## config.mk

```make
export PLATFORM = sky130hd
export DESIGN_NAME = tt_pin_conditioner_flat
export DESIGN_NICKNAME = d
export VERILOG_FILES = /design/src/rtl/tt_pin_if.sv /design/src/rtl/tt_pin_conditioner.sv /design/src/flat_wrapper.sv
export SDC_FILE = /design/constraint.sdc
export NUM_CORES = 1
export LEC_CHECK = 0
export CAP_MARGIN = 20
export CORE_MARGIN = 5
export CORE_UTILIZATION = 30
export CTS_BUF_LIST = sky130_fd_sc_hd__clkbuf_8
export CTS_CLUSTER_DIAMETER = 120
export CTS_CLUSTER_SIZE = 12
export DETAILED_ROUTE_END_ITERATION = 8
export HOLD_SLACK_MARGIN = 0.02
export PLACE_DENSITY = 0.66
export SLEW_MARGIN = 10
export SYNTH_ARGS = -nofsm -noshare
export SYNTH_HDL_FRONTEND = slang
export SYNTH_SLANG_ARGS = --single-unit
```

## constraint.sdc

```tcl
create_clock -name clk -period 4.4 [get_ports clk]
set_clock_uncertainty 0.15 [all_clocks]
set_input_delay 0.88 -clock clk [delete_from_list [all_inputs] [get_ports clk]]
set_output_delay 0.88 -clock clk [all_outputs]
set_load 0.01 [all_outputs]
```

## src/rtl/tt_pin_if.sv

```systemverilog
// Pin-side and core-side signal bundle for the pad conditioner.
// slave = conditioner, master = core/pad environment.
interface tt_pin_if #(
  parameter int N_UI  = 8,
  parameter int N_UO  = 8,
  parameter int N_UIO = 8
);
  logic [N_UI-1:0]  pad_ui;
  logic [N_UI-1:0]  core_ui;
  logic [N_UI-1:0]  ui_rise;
  logic [N_UO-1:0]  core_uo;
  logic [N_UO-1:0]  pad_uo;
  logic [N_UIO-1:0] pad_uio_in;
  logic [N_UIO-1:0] core_uio_in;
  logic [N_UIO-1:0] core_uio_out;
  logic [N_UIO-1:0] core_uio_oe;
  logic [N_UIO-1:0] pad_uio_out;
  logic [N_UIO-1:0] pad_uio_oe;
  logic             core_rst_n;

  modport slave (
    input  pad_ui, core_uo, pad_uio_in,
    input  core_uio_out, core_uio_oe,
    output core_ui, ui_rise, pad_uo,
    output core_uio_in, pad_uio_out,
    output pad_uio_oe, core_rst_n
  );

  modport master (
    output pad_ui, core_uo, pad_uio_in,
    output core_uio_out, core_uio_oe,
    input  core_ui, ui_rise, pad_uo,
    input  core_uio_in, pad_uio_out,
    input  pad_uio_oe, core_rst_n
  );
endinterface

```

## src/rtl/tt_pin_conditioner.sv

```systemverilog
// Pad conditioning: input sync/debounce, registered outputs,
// guarded bidir enables and a stretched core reset.
module tt_pin_conditioner #(
  parameter int              N_UI        = 8,
  parameter int              N_UO        = 8,
  parameter int              N_UIO       = 8,
  parameter int              SYNC_STAGES = 2,
  parameter logic [N_UI-1:0] DEB_MASK    = '0,
  parameter int              DEB_CYCLES  = 16,
  parameter int              RST_HOLD    = 16
) (
  input logic     clk,
  input logic     rst,
  tt_pin_if.slave io
);

  localparam int DW = $clog2(DEB_CYCLES + 1);
  localparam int RW = $clog2(RST_HOLD + 1);

  logic [SYNC_STAGES-1:0][N_UI-1:0]  ui_sync;
  logic [SYNC_STAGES-1:0][N_UIO-1:0] uio_sync;
  logic [N_UI-1:0]  ui_s;
  logic [N_UI-1:0]  ui_q;
  logic [N_UI-1:0]  ui_d;
  logic [N_UO-1:0]  uo_r;
  logic [N_UIO-1:0] uio_out_r;
  logic [N_UIO-1:0] oe_d1;
  logic [N_UIO-1:0] oe_r;
  logic [RW-1:0]    rst_cnt;
  logic             rstn_r;

  // Metastability chains; stage 0 takes the raw pad.
  always_ff @(posedge clk or posedge rst) begin
    if (rst) begin
      ui_sync  <= '0;
      uio_sync <= '0;
    end else begin
      ui_sync  <= {ui_sync[SYNC_STAGES-2:0], io.pad_ui};
      uio_sync <= {uio_sync[SYNC_STAGES-2:0], io.pad_uio_in};
    end
  end

  assign ui_s = ui_sync[SYNC_STAGES-1];
  assign io.core_uio_in = uio_sync[SYNC_STAGES-1];

  for (genvar i = 0; i < N_UI; i++) begin : g_ui
    if (DEB_MASK[i]) begin : g_deb
      logic [DW-1:0] cnt;
      logic          q;
      // Flip only after DEB_CYCLES consecutive disagreeing samples.
      always_ff @(posedge clk or posedge rst) begin
        if (rst) begin
          cnt <= '0;
          q   <= 1'b0;
        end else if (ui_s[i] == q) begin
          cnt <= '0;
        end else if (cnt == DW'(DEB_CYCLES - 1)) begin
          cnt <= '0;
          q   <= ~q;
        end else begin
          cnt <= cnt + DW'(1);
        end
      end
      assign ui_q[i] = q;
    end else begin : g_raw
      assign ui_q[i] = ui_s[i];
    end
  end

  assign io.core_ui = ui_q;
  assign io.ui_rise = ui_q & ~ui_d;

  // Edge history, output retiming and oe guard.
  always_ff @(posedge clk or posedge rst) begin
    if (rst) begin
      ui_d      <= '0;
      uo_r      <= '0;
      uio_out_r <= '0;
      oe_d1     <= '0;
      oe_r      <= '0;
    end else begin
      ui_d      <= ui_q;
      uo_r      <= io.core_uo;
      uio_out_r <= io.core_uio_out;
      oe_d1     <= io.core_uio_oe;
      oe_r      <= io.core_uio_oe & oe_d1;
    end
  end

  assign io.pad_uo      = uo_r;
  assign io.pad_uio_out = uio_out_r;
  assign io.pad_uio_oe  = oe_r;

  // Hold core in reset for RST_HOLD edges after release.
  always_ff @(posedge clk or posedge rst) begin
    if (rst) begin
      rst_cnt <= '0;
      rstn_r  <= 1'b0;
    end else if (!rstn_r) begin
      if (rst_cnt == RW'(RST_HOLD - 1)) begin
        rstn_r <= 1'b1;
      end else begin
        rst_cnt <= rst_cnt + RW'(1);
      end
    end
  end

  assign io.core_rst_n = rstn_r;

endmodule

```

## src/flat_wrapper.sv

```systemverilog
// flat-port wrapper written by rule: the top's interface ports become plain ports
module tt_pin_conditioner_flat 
#(
  parameter int              N_UI        = 8,
  parameter int              N_UO        = 8,
  parameter int              N_UIO       = 8,
  parameter int              SYNC_STAGES = 2,
  parameter logic [N_UI-1:0] DEB_MASK    = '0,
  parameter int              DEB_CYCLES  = 16,
  parameter int              RST_HOLD    = 16
)
  (clk, rst, io_pad_ui, io_core_uo, io_pad_uio_in, io_core_uio_out, io_core_uio_oe, io_core_ui, io_ui_rise, io_pad_uo, io_core_uio_in, io_pad_uio_out, io_pad_uio_oe, io_core_rst_n);
  tt_pin_if #(.N_UI(N_UI), .N_UO(N_UO), .N_UIO(N_UIO)) io_i ();
  input logic clk;
  input logic rst;
  input wire logic [$bits(io_i.pad_ui)-1:0] io_pad_ui;
  input wire logic [$bits(io_i.core_uo)-1:0] io_core_uo;
  input wire logic [$bits(io_i.pad_uio_in)-1:0] io_pad_uio_in;
  input wire logic [$bits(io_i.core_uio_out)-1:0] io_core_uio_out;
  input wire logic [$bits(io_i.core_uio_oe)-1:0] io_core_uio_oe;
  output wire logic [$bits(io_i.core_ui)-1:0] io_core_ui;
  output wire logic [$bits(io_i.ui_rise)-1:0] io_ui_rise;
  output wire logic [$bits(io_i.pad_uo)-1:0] io_pad_uo;
  output wire logic [$bits(io_i.core_uio_in)-1:0] io_core_uio_in;
  output wire logic [$bits(io_i.pad_uio_out)-1:0] io_pad_uio_out;
  output wire logic [$bits(io_i.pad_uio_oe)-1:0] io_pad_uio_oe;
  output wire logic [$bits(io_i.core_rst_n)-1:0] io_core_rst_n;
  assign io_i.pad_ui = io_pad_ui;
  assign io_i.core_uo = io_core_uo;
  assign io_i.pad_uio_in = io_pad_uio_in;
  assign io_i.core_uio_out = io_core_uio_out;
  assign io_i.core_uio_oe = io_core_uio_oe;
  assign io_core_ui = io_i.core_ui;
  assign io_ui_rise = io_i.ui_rise;
  assign io_pad_uo = io_i.pad_uo;
  assign io_core_uio_in = io_i.core_uio_in;
  assign io_pad_uio_out = io_i.pad_uio_out;
  assign io_pad_uio_oe = io_i.pad_uio_oe;
  assign io_core_rst_n = io_i.core_rst_n;
  tt_pin_conditioner #(.N_UI(N_UI), .N_UO(N_UO), .N_UIO(N_UIO), .SYNC_STAGES(SYNC_STAGES), .DEB_MASK(DEB_MASK), .DEB_CYCLES(DEB_CYCLES), .RST_HOLD(RST_HOLD)) u_core (.clk(clk), .rst(rst), .io(io_i));
endmodule
```

**Run 1: cell placement**

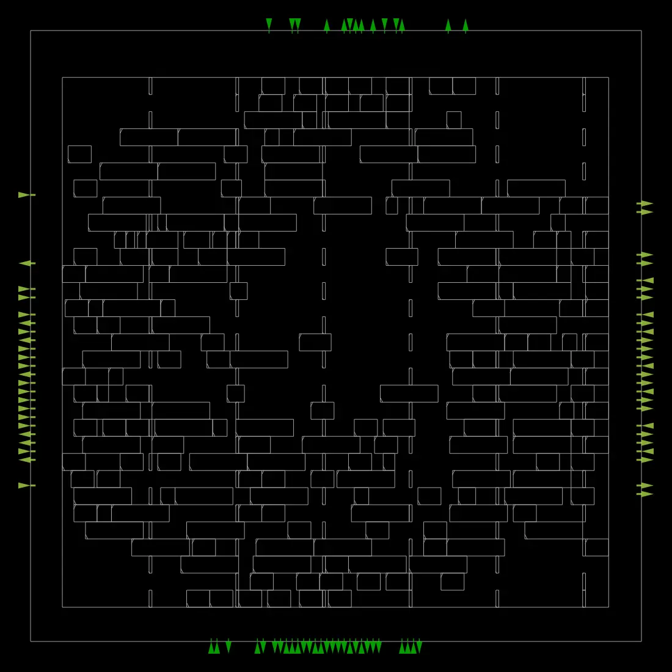
core box area: 7330 µm²
non-filler cells, final: 313

**Run 1: cell density map**

Scale: 4 px per µm. 10 x 10 tiles, from dark blue (low) to red (high), 0 to 100% covered.
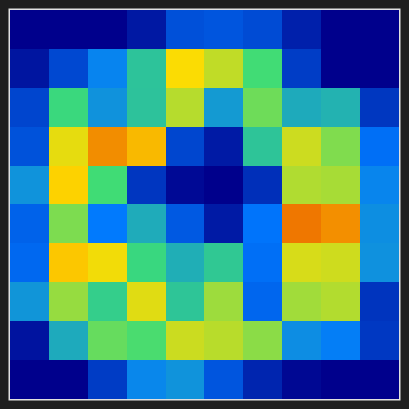
The mean over all tiles is 34%. The fullest tile reaches 86%. 14% of the tiles are nearly empty.

==> Changelog: implementation, run 1 <==
## Flow update

- PnR Total Power: around 1.3 mW
- CP Launch Type: flip-flop
- Die ar.: ~9500 µm²
- Biggest consumer: sequential cells
- Ys cells: 125
- Power of the combinational group: between 100 and 150 µW
- Avg Cell Area, Syn: around 18 µm²
- Cells after Synth: about 130
- Synth logic family: simple AND/OR/NAND/NOR gates
- Period utilization: between 50 and 60%
- R2R depth: 5
- Fin Hold WS: approximately 200 ps
- Tot GR Track Use: 9.01%
- Switching share of power: between 20% and 30%
- DR top layer: met4
- Hold Fails Final Rpt: 0
- CTS tree: yes
- Seq power: roughly 760 µW
- Largest delay share family, worst path: buffers and inverters
- Core Density at Floorplan: 31.1%
- Port Buf Inserts: about 90
- Outcome: completed
- Met1 WL: between 1 and 1.5 mm
- Clock Path Buffers: 2
- Post-Route Setup TNS: 0 ps
- CP Cell Sequence: nor2b_1 -> clkdlybuf4s50_1
- 1st-iter DRT viols: 12
- Rel. slew slack: 39.5%
- WS Path Type: reg -> out
- Comb area: between 150 and 200 µm²
- CTS clk-pin slew, worst paths: 70 ps
- Slowest stage delay, CP: roughly 550 ps
- Dpl hpwl: about 2.9 mm
- Int Pwr: around 1.0 mW
- Met2 usage: approximately 14%
- Post-DR wirelength/cell: between 10 and 15 µm
- FF-to-FF End: u_core.rst_cnt[1]$_DFFE_PP0P_
- Routed Antenna Nets: 0
- Clock tree root driver cell: clkbuf_8
- Inst Count DP: 299
- Area fraction in mux cells: less than 1%
**Run 1: M1 wires**

Scale: 6 px per µm. Supply wires on this layer in grey. Cells faint in the background.
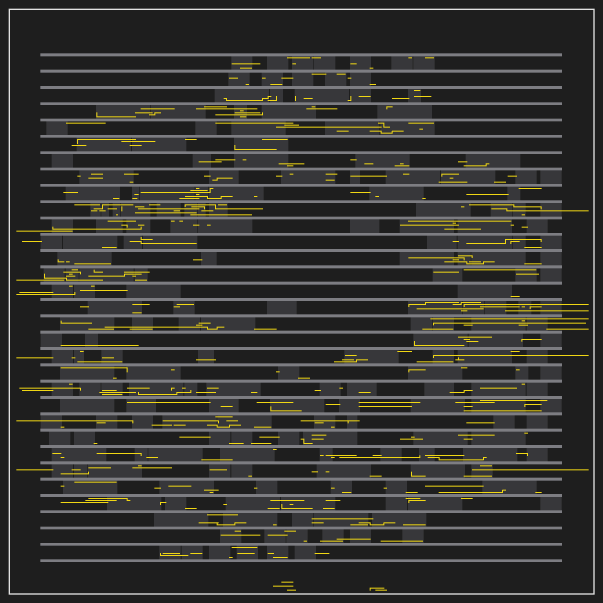
The wires run mostly horizontal. The layer carries 1480 µm of wire. 216 nets have wire on it.
met1 Usage GRT: 9.17%
vias: 1200
Total Wirelength: 3.89 mm

==> run 1: cell usage after synthesis <==
library cell / instances / area, µm²
and2_1: 8 / 50.1
and3_1: 1 / 6.26
buf_4: 16 / 120
dfrtp_1: 78 / 1950
ha_1: 2 / 25.0
inv_1: 3 / 11.3
mux2_2: 1 / 11.3
nand2_1: 2 / 7.51
nand4_1: 1 / 6.26
nor2_4: 1 / 11.3
nor2b_1: 8 / 50.1
o21ai_0: 1 / 5.00
xnor2_1: 3 / 26.3
==> run 1: layout make-up <==
| type | instances | share of cell area [%] |
|---|---|---|
| tap | 99 | 3.69 |
| sequential | 78 | 58.1 |
| clock buffer | 10 | 4.10 |
| inverter | 3 | 0.373 |
| clock inverter | 4 | 0.745 |
| timing repair buffer | 91 | 27.0 |
| multi-input combinational | 28 | 5.92 |
**Run 1: nets reached from selected ports**

Scale: 4 px per µm.
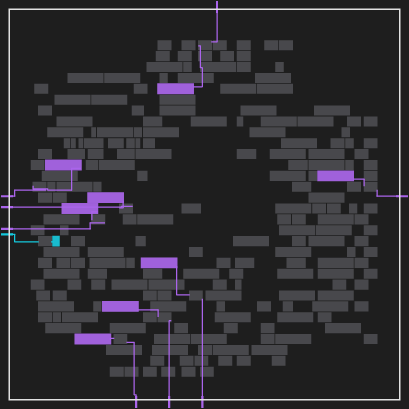

## Run 2: what changed since run 1
==> constraint.sdc (replaced) <==
create_clock -name clk -period 2.5 [get_ports clk]
set_clock_uncertainty 0.15 [all_clocks]
set_input_delay 0.5 -clock clk [delete_from_list [all_inputs] [get_ports clk]]
set_output_delay 0.5 -clock clk [all_outputs]
set_load 0.01 [all_outputs]
**Run 2: nets reached from selected ports**

Scale: 4 px per µm.
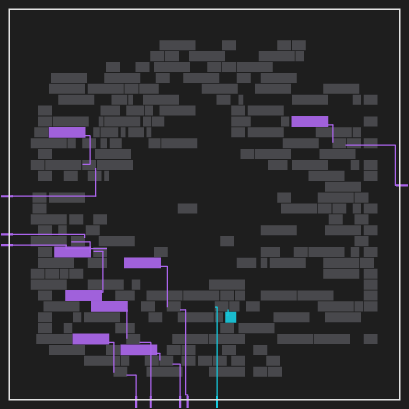
Key: purple = `io_pad_uio_oe` [direction output, end cells 8, buffers 8, wire 220 µm]; cyan = `rst` [direction input, end cells 1, buffers 1, wire 24.9 µm]

==> Changelog: implementation, run 2 <==
## Flow update

- Share of synthesized registers carrying an async set or reset: 100%
- Clock Path Buffers: 2
- Cells after Synth: ~130
- Dpl hpwl: 2.97 mm
- Adders+Majority by Area: about 1.1%
- # rows: 31
- Inverters, non-clock: 3
- Outcome: completed
- Post-Route Setup TNS: 0 ps
- Hold Fails Final Rpt: 0
- Port Buf Inserts: approximately 90
- Synth logic family: simple AND/OR/NAND/NOR gates
- Cell taking the most area after synthesis: dfrtp_1
- 1st-iter DRT viols: 20
- Flop share of the area: approximately three fifths
- CLK BUF: 10
- Largest cells by area: dfrtp_1, buf_4, and2_1
- Rel. slew slack: about two thirds
- Non-filler cells, final: between 300 and 400
- Flops: ~80
- Die ar.: approximately 9500 µm²
- CTS tree: yes
- Int Pwr: ~1.8 mW
- Slowest stage delay, CP: between 500 and 600 ps
- Comb area: between 150 and 200 µm²
- Yosys aoi share: 0.219%
- Ys flop type: dfrtp_1
- WS Path Type: reg -> out
- Area leader share: 85.5%
- Vias: 1189
- Switching share of power: between 20% and 30%
- CTS clk-pin slew, worst paths: around 80 ps
- Period utilization: 80.9%
- Fraction of area in multi-input gates: 5.92%
- Buffer share of cell area: roughly 27%
- Area fraction in mux cells: less than 1%
- Comb gates: 28
- Tot GR Track Use: a little under a tenth
- R2R depth: 5
- Routed Antenna Nets: 0
- Core Density at Floorplan: between 30% and 40%
- Bufs w/o clock: 92
- Total Wirelength: 4.00 mm
- Largest delay share family, worst path: buffers and inverters
- # Taps: around 99
- Most frequent cell after synthesis: dfrtp_1
- Avg Cell Area, Syn: approximately 18 µm²
- CP Launch Type: flip-flop
- Post-DR wirelength/cell: about 13 µm
- CP Cell Sequence: nor2b_1 -> clkdlybuf4s50_1
==> run 2: cell count changes in the layout (fill, tap and decap cells not counted), sizes merged <==
cell,previous run,this run
clkinvlp,2,1
inv,2,4
buf,1,2
clkinv,3,2
==> run 2: power by group through the flow <==
stage / clock, mW / combinational (mW) / sequential (mW)
2_1_floorplan: 0 / 0.0574 / 1.37
3_3_place_gp: 0 / 0.205 / 1.36
3_5_place_dp: 0 / 0.208 / 1.36
4_1_cts: 0.801 / 0.208 / 1.34
5_1_grt: 0.865 / 0.219 / 1.34
6_report: 0.757 / 0.203 / 1.34
==> run 2: layer usage <==
metal | vias up | routed length, µm | GRT usage, %
met3 | 11 | 450 | 6.32
met4 | 0 | 85 | 5.11
li1 | 546 | - | -
met5 | - | 0 | 0
met1 | 573 | 1510 | 9.47
met2 | 59 | 1950 | 14.6
**Run 2: cell placement**

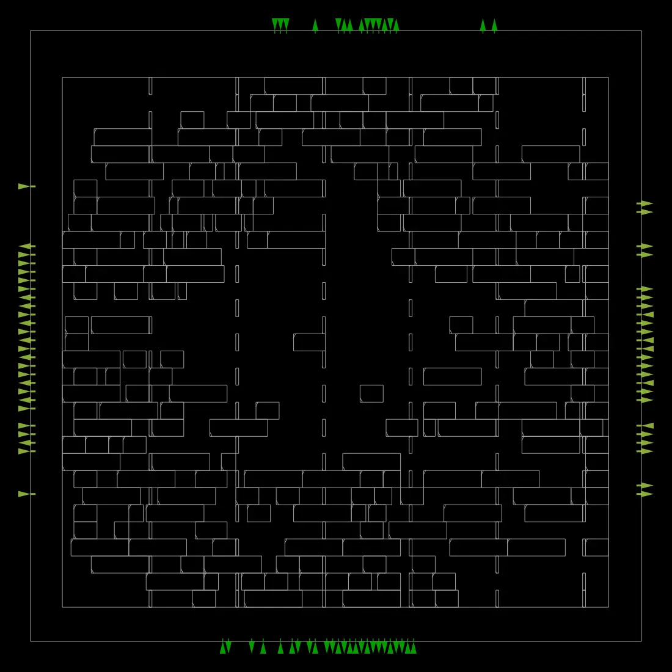

## Run 3: what changed since run 2
--- a/config.mk
+++ b/config.mk
@@ -13,7 +13,7 @@
 export CTS_CLUSTER_SIZE = 12
 export DETAILED_ROUTE_END_ITERATION = 8
 export HOLD_SLACK_MARGIN = 0.02
-export PLACE_DENSITY = 0.66
+export PLACE_DENSITY = 0.68
 export SLEW_MARGIN = 10
 export SYNTH_ARGS = -nofsm -noshare
 export SYNTH_HDL_FRONTEND = slang
==> constraint.sdc (replaced) <==
create_clock -name clk -period 1.69 [get_ports clk]
set_clock_uncertainty 0.15 [all_clocks]
set_input_delay 0.338 -clock clk [delete_from_list [all_inputs] [get_ports clk]]
set_output_delay 0.338 -clock clk [all_outputs]
set_load 0.01 [all_outputs]
**Run 3: cell placement**

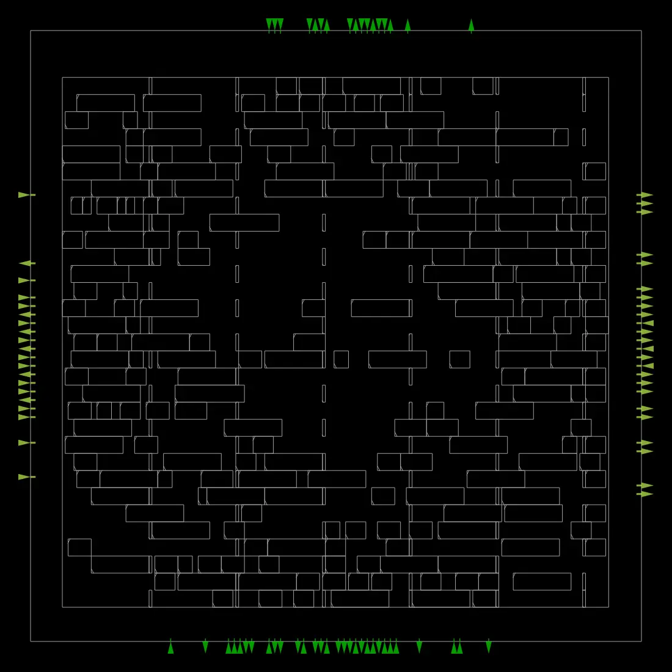
fin util: 47.1%
# Taps: 99

==> Changelog: implementation, run 3 <==
## Flow update

- Outcome: completed
- CTS tree: yes
- Number of global-route vias before repair: around 1300
- Cells after Synth: about 130
- Total Wirelength: between 4 and 5 mm
- Vias: 1186
- Slowest stage delay, CP: ~400 ps
- Avg Cell Area, Syn: 18.3 µm²
- Finish-stage setup viols: 0
- Yosys reg bits: 78
- CP Cell Sequence: ha_2 -> and3_4 -> ha_4 -> nor2_4 -> mux2_4
- Met1 WL: around 1.7 mm
- Beginning of the critical path: u_core.rst_cnt[1]$_DFFE_PP0P_
- Port Buf Inserts: approximately 90
- PnR Total Power: between 3 and 4 mW
- Clock group: roughly 1.7 mW
- Pleak: 1.58 nW
- Ys flop type: dfrtp_1
- Routed Antenna Nets: 0
- Fill count: about 670
- Area fraction in mux cells: less than 1%
- Met1 Usage GRT: 10.1%
- WP buf/inv: 0
- CP Launch Type: flip-flop
- Grt ovf: 0
- XOR/XNOR Area Share: ~1.2%
- # IOs: 91
- Final WS setup: around 38 ps
- Core box area: 7330 µm²
- Hold path endpoint: u_core.io.core_ui[5]$_DFF_PP0_
- Seq power: just under 2 mW
- Cell taking the most area after synthesis: dfrtp_1
- Nets: 259
- Antenna diodes: 0
- Reg-to-Reg Start: u_core.rst_cnt[1]$_DFFE_PP0P_
- WP data required: roughly 1800 ps
- Met2 usage: between 10% and 20%
- Yosys aoi share: 0.219%
- Core Density at Floorplan: between 30% and 40%
- Ratio of cells with drive above 1 in the final layout: between 10% and 20%
- First-pass GRT wire length: around 6.7 mm
- Unrepaired setup endpoints after global routing: true
- Htree depth: 3
- Routed wl met3: between 300 and 400 µm
- Rel. slew slack: about three quarters
- Share of synthesized registers carrying an async set or reset: 100%
- Hold Fails Final Rpt: 0
- Area leader share: roughly 86%
- Synth logic family: simple AND/OR/NAND/NOR gates
- Period utilization: a little over nine tenths
- Post-DR wirelength/cell: 13.1 µm
- Hold crit path type: reg -> reg
- CTS clk-pin slew, worst paths: roughly 80 ps
- Met2 Wirelength: just under 2 mm
- Grt peak-use layer: met2
- Switching share of power: 20.1%
- Max_cap viols: 0
- Pre-CTS WS: -52.8 ps
- WS Path Type: reg -> reg
- FF-to-FF End: u_core.rst_cnt[1]$_DFFE_PP0P_
- Tot GR Track Use: a little under a tenth
- Int Pwr: 3.12 mW
- Largest delay share family, worst path: flip-flops
- Worst path slowest cell: dfrtp_1
- 1st-iter DRT viols: 19
- Final critical-path required period: between 1500 and 2000 ps
- Comb area: roughly 220 µm²
- Worst Max-Slew Pin Slew: 399 ps
- Clock tree root driver cell: clkbuf_8
- Flip-flops with a built-in enable: 0
- Most frequent cell after synthesis: dfrtp_1
- Largest net degree at the start of global routing: 79
- Largest cells by area: dfrtp_1, buf_4, and2_1
- Biggest consumer: sequential cells
- Reg power frac: between 50% and 60%
- DR top layer: met4
- Clock Path Buffers: 2
- Power of the combinational group: roughly 260 µW
- Die ar.: roughly 9500 µm²
- Simple Share, Synth: under 10%
- Post-Route Setup TNS: 0 ps
- Adders+Majority by Area: under 10%
- Synthesized cell area: 2280 µm²
- R2R depth: 5
- Top cells by count: dfrtp_1, buf_4, and2_1, nor2b_1
- Ys cells: approximately 130
- # rows: 31
- Grt met3 use: roughly 5%
- Power Density: 1130 nW/µm²
- Nets at Floorplan: roughly 170
## run 3: cell counts after synthesis
Identical to the previous run, type by type.
## run 3: area by class of cell
cell class / instances / area share, %
clock buffers: 10 / 3.99
clock inverters: 6 / 3.19
inverters: 3 / 0.435
multi-input cells: 28 / 6.45
flip-flops and latches: 78 / 56.6
well taps: 99 / 3.59
repair buffers: 95 / 25.8
## run 3: timing repair
item	4_1_cts	5_1_grt
setup buffers	2	1
setup endpoints to repair	50	4
gates resized	51	4
pin swaps	1	3
hold buffers	0	0
## run 3: metrics by stage
step	util (%)	hold slack, ps	std cells
global placement	43.9	182	300
global route	47.1	206	319
finish	47.1	200	319
detailed placement	43.9	186	300
CTS	46.7	203	318
floorplan	-	181	125
Power figures rest on the tool's default switching activity, not on a simulated workload.
